`config.mk`:
```
export PLATFORM = sky130hd
export DESIGN_NAME = aes_frame_if
export DESIGN_NICKNAME = d
export VERILOG_FILES = /design/src/rtl/aes_pkg.sv /design/src/rtl/aes_sync2.sv /design/src/rtl/aes_frame_if.sv
export SDC_FILE = /design/constraint.sdc
export NUM_CORES = 2
export LEC_CHECK = 0
export ABC_AREA = 1
export CELL_PAD_IN_SITES_DETAIL_PLACEMENT = 1
export CELL_PAD_IN_SITES_GLOBAL_PLACEMENT = 1
export CORE_MARGIN = 10
export CORE_UTILIZATION = 46
export DETAILED_ROUTE_END_ITERATION = 10
export HOLD_SLACK_MARGIN = 0.15
export PLACE_DENSITY = 0.92
export SYNTH_ARGS = -nofsm -noshare
export SYNTH_HDL_FRONTEND = slang
export SYNTH_SLANG_ARGS = --single-unit
```
`constraint.sdc`:
```
create_clock -name clk -period 94.7 [get_ports clk]
set_input_delay 18.94 -clock clk [delete_from_list [all_inputs] [get_ports clk]]
set_output_delay 18.94 -clock clk [all_outputs]
set_load 0.02 [all_outputs]
```
`src/rtl/aes_pkg.sv`:
```
// rtl/aes_pkg.sv - shared states, block constants and frame length for the AES SPI frame interface
package aes_pkg;

  typedef enum logic [2:0] {
    ST_IDLE,
    ST_SHIFT,
    ST_LOAD,
    ST_WAIT,
    ST_HOLD
  } state_t;

  localparam int DIR_BITS = 8;
  localparam int BLK_BITS = 128;

  // Total bits in one inbound frame: direction byte, key, message block.
  function automatic int frame_bits(input int k);
    return DIR_BITS + k + BLK_BITS;
  endfunction

endpackage

```
`src/rtl/aes_sync2.sv`:
```
// rtl/aes_sync2.sv - two-flop synchronizer with registered edge detect
module aes_sync2 (
  input  logic clk,
  input  logic reset,
  input  logic d,
  output logic q,
  output logic rise,
  output logic fall
);

  logic s1;
  logic s2;
  logic s3;

  // Two metastability flops, plus one delay flop used only for edge detection.
  always_ff @(posedge clk or posedge reset) begin
    if (reset) begin
      s1 <= 1'b0;
      s2 <= 1'b0;
      s3 <= 1'b0;
    end else begin
      s1 <= d;
      s2 <= s1;
      s3 <= s2;
    end
  end

  assign q    = s2;
  assign rise = s2 & ~s3;
  assign fall = ~s2 & s3;

endmodule

```
`src/rtl/aes_frame_if.sv`:
```
// rtl/aes_frame_if.sv - SPI frame front end for an AES core; AES_FRAME_STATUS_EN prepends a status byte to r_miso
module aes_frame_if
  import aes_pkg::*;
#(
  parameter int K   = 192,
  parameter int INV = 1
) (
  input  logic                clk,
  input  logic                reset,
  input  logic                r_sclk,
  input  logic                r_mosi,
  input  logic                r_ce,
  output logic                r_miso,
  output logic [K-1:0]        key,
  output logic [BLK_BITS-1:0] message,
  output logic                dir,
  output logic                start,
  input  logic                done,
  input  logic [BLK_BITS-1:0] translated,
  output logic                frame_err,
  output logic                overrun
);

  localparam int N  = frame_bits(K);
  localparam int CW = $clog2(N + 2);

  if (!(K == 128 || K == 192 || K == 256)) begin : g_bad_k
    $error("aes_frame_if: K must be 128, 192 or 256");
  end
  if (!(INV == 0 || INV == 1 || INV == 2)) begin : g_bad_inv
    $error("aes_frame_if: INV must be 0, 1 or 2");
  end

`ifdef AES_FRAME_STATUS_EN
  localparam int OUT_W = BLK_BITS + 8;
`else
  localparam int OUT_W = BLK_BITS;
`endif

  logic sclk_lvl_unused;
  logic sclk_rise;
  logic sclk_fall;
  logic mosi_q;
  logic mosi_rise_unused;
  logic mosi_fall_unused;
  logic ce_lvl;
  logic ce_rise;
  logic ce_fall;

  aes_sync2 u_sync_sclk (
    .clk  (clk),
    .reset(reset),
    .d    (r_sclk),
    .q    (sclk_lvl_unused),
    .rise (sclk_rise),
    .fall (sclk_fall)
  );

  aes_sync2 u_sync_mosi (
    .clk  (clk),
    .reset(reset),
    .d    (r_mosi),
    .q    (mosi_q),
    .rise (mosi_rise_unused),
    .fall (mosi_fall_unused)
  );

  aes_sync2 u_sync_ce (
    .clk  (clk),
    .reset(reset),
    .d    (r_ce),
    .q    (ce_lvl),
    .rise (ce_rise),
    .fall (ce_fall)
  );

  state_t              state;
  logic [CW-1:0]       cnt;
  logic [N-1:0]        sr;
  logic [BLK_BITS-1:0] result;
  logic [OUT_W-1:0]    out_sr;
  logic                wait_rx;
  logic [OUT_W-1:0]    out_res;
  logic [OUT_W-1:0]    out_xlt;

`ifdef AES_FRAME_STATUS_EN
  logic [7:0] status_byte;
  assign status_byte = {6'b0, overrun, frame_err};
  assign out_res     = {status_byte, result};
  assign out_xlt     = {status_byte, translated};
`else
  assign out_res = result;
  assign out_xlt = translated;
`endif

  // The outbound register's MSB is the line; zeros shift in behind the payload.
  assign r_miso = out_sr[OUT_W-1];

  // Frame receive / launch / capture state machine with registered outputs.
  always_ff @(posedge clk or posedge reset) begin
    if (reset) begin
      state     <= ST_IDLE;
      cnt       <= '0;
      sr        <= '0;
      result    <= '0;
      out_sr    <= '0;
      wait_rx   <= 1'b0;
      key       <= '0;
      message   <= '0;
      dir       <= 1'b0;
      start     <= 1'b0;
      frame_err <= 1'b0;
      overrun   <= 1'b0;
    end else begin
      start <= 1'b0;
      case (state)
        ST_IDLE: begin
          if (ce_rise) begin
            state  <= ST_SHIFT;
            cnt    <= '0;
            out_sr <= out_res;
          end
        end
        ST_SHIFT: begin
          if (ce_fall) begin
            if (cnt == CW'(N)) begin
              state <= ST_LOAD;
            end else begin
              state     <= ST_IDLE;
              frame_err <= 1'b1;
            end
          end else begin
            if (sclk_rise) begin
              sr <= {sr[N-2:0], mosi_q};
              if (cnt != CW'(N + 1)) cnt <= cnt + 1'b1;
            end
            if (sclk_fall) out_sr <= out_sr << 1;
          end
        end
        ST_LOAD: begin
          // A new frame already under way holds the launch until ce drops.
          if (!ce_lvl) begin
            key       <= sr[BLK_BITS +: K];
            message   <= sr[BLK_BITS-1:0];
            if (INV == 0)      dir <= 1'b0;
            else if (INV == 2) dir <= 1'b1;
            else               dir <= sr[N-DIR_BITS];
            start     <= 1'b1;
            frame_err <= 1'b0;
            overrun   <= 1'b0;
            state     <= ST_WAIT;
          end
        end
        ST_WAIT: begin
          if (done && !wait_rx) begin
            result <= translated;
            if (ce_rise) begin
              state  <= ST_SHIFT;
              cnt    <= '0;
              out_sr <= out_xlt;
            end else begin
              state <= ST_HOLD;
            end
          end else if (wait_rx) begin
            // Core still busy: this frame is clocked in only to be dropped.
            if (ce_fall) begin
              wait_rx <= 1'b0;
              overrun <= 1'b1;
            end else if (sclk_rise) begin
              sr <= {sr[N-2:0], mosi_q};
              if (cnt != CW'(N + 1)) cnt <= cnt + 1'b1;
            end
          end else if (ce_rise) begin
            wait_rx <= 1'b1;
            cnt     <= '0;
          end
        end
        ST_HOLD: begin
          if (ce_rise) begin
            state  <= ST_SHIFT;
            cnt    <= '0;
            out_sr <= out_res;
          end
        end
        default: state <= ST_IDLE;
      endcase
    end
  end

endmodule

```
==> images/sizing.png <==
Bar = 100 um.
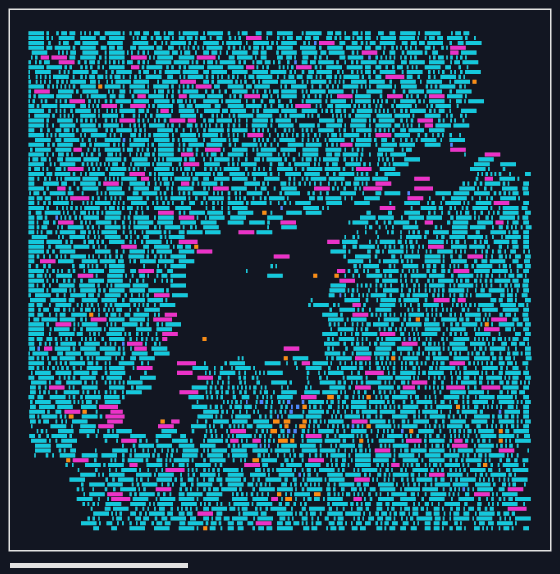
legend:
  x3 and x4:
    colour: orange
    cells: 39
    share: 0.89%
  x2:
    colour: blue
    cells: 29
    share: 0.66%
  x6 and larger:
    colour: magenta
    cells: 152
    share: 3.5%
  x1 and smaller:
    colour: cyan
    cells: 4182
    share: 95%
synth-to-layout area growth: 23.04%
Non-clk bufs: 487
final worst setup slack: 72.63 ns

==> images/layers.png <==
Bar = 100 um.
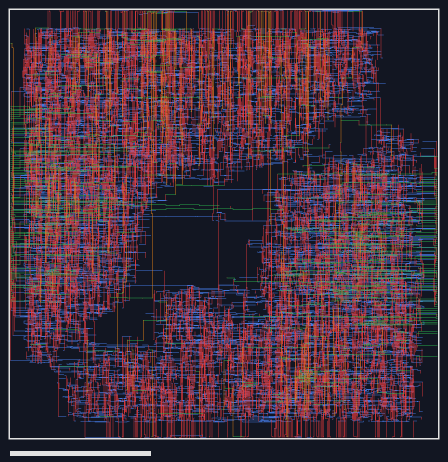
legend:
  M1:
    colour: blue
    wire_length: 47.7 mm
  M3:
    colour: green
    wire_length: 8680 um
  M4:
    colour: orange
    wire_length: 7000 um
  M2:
    colour: red
    wire_length: 66.3 mm

==> images/clock_nets.png <==
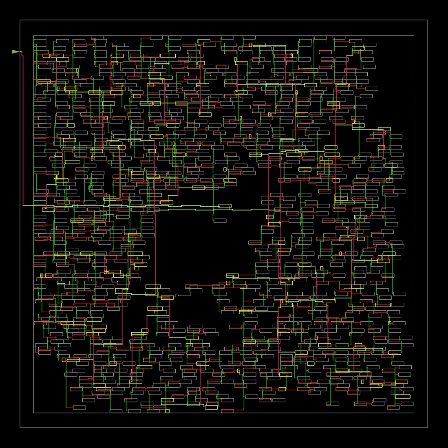
clk pwr: 424 uW
sequential cells: 922
CTS buffer count: 98
clk sinks: 922
Clock Latency Late Sink: 0.69 ns

==> changes_impl.md <==
### Metrics

- Post-synth top flop: dfrtp_1
- XOR Share, Synth: 0%
- Critical path class: input pin to async pin
- Largest register FFs: between 300 and 400
- CP top delay family: buffers and inverters
- Main logic family after synthesis: simple AND/OR/NAND/NOR gates
- Critical Path RT: 95.34 ns
- Max layer used: met4
- Largest net degree at the start of global routing: between 200 and 300
- Flops & latches, synth: between 900 and 1000
- WL met2: 66.32 mm
- Reg-to-reg slack, setup: 89.47 ns
- Root buf cell: clkbuf_16
- Layout clock area frac: about 7.9%
- Setup TNS: 0 ns
- Logic power comb: 178 uW
- Largest regs: sr (321), key (192)
- CP startpoint: reset
- Hold crit path type: flop to flop
- Most frequent logic cell in the layout: nand2_1
- Status: finished, final reports clean
- Synth cell types: 25
- Vias in the first global route: 34030
- Clkbuf count: between 100 and 150
- Top cells excl fill/tap: 1258 x nand2_1, 922 x dfrtp_1, 458 x clkdlybuf4s50_1
- Number of antenna-violating nets in the routed design: 0
- Global-route wire length before repair: between 200 and 250 mm
- Cts hold-fix bufs: 0
- Reg-to-Reg End: sr[231]
- Pwr/cell area: around 23 nW/um^2
- Initial antenna violation count: 0
- Adder Area Share: less than 1%
- Post-synth ARST share: 100.0%
- Top cells, area: dfrtp_1 63%, nand2_1 13%, o21ai_0 4.9%, inv_1 4.5%, o21ai_1 4.3%
- Syn_area_per_cell: 9.216 sq um
- Ys cells: 3989
- Setup violators final: 0
- Peak supply drop: between 0.000015 and 0.00002 V
- GR Util met2: 48.91%
- #MultiIn Comb: 2363
Power is estimated from default activity; no workload was simulated.
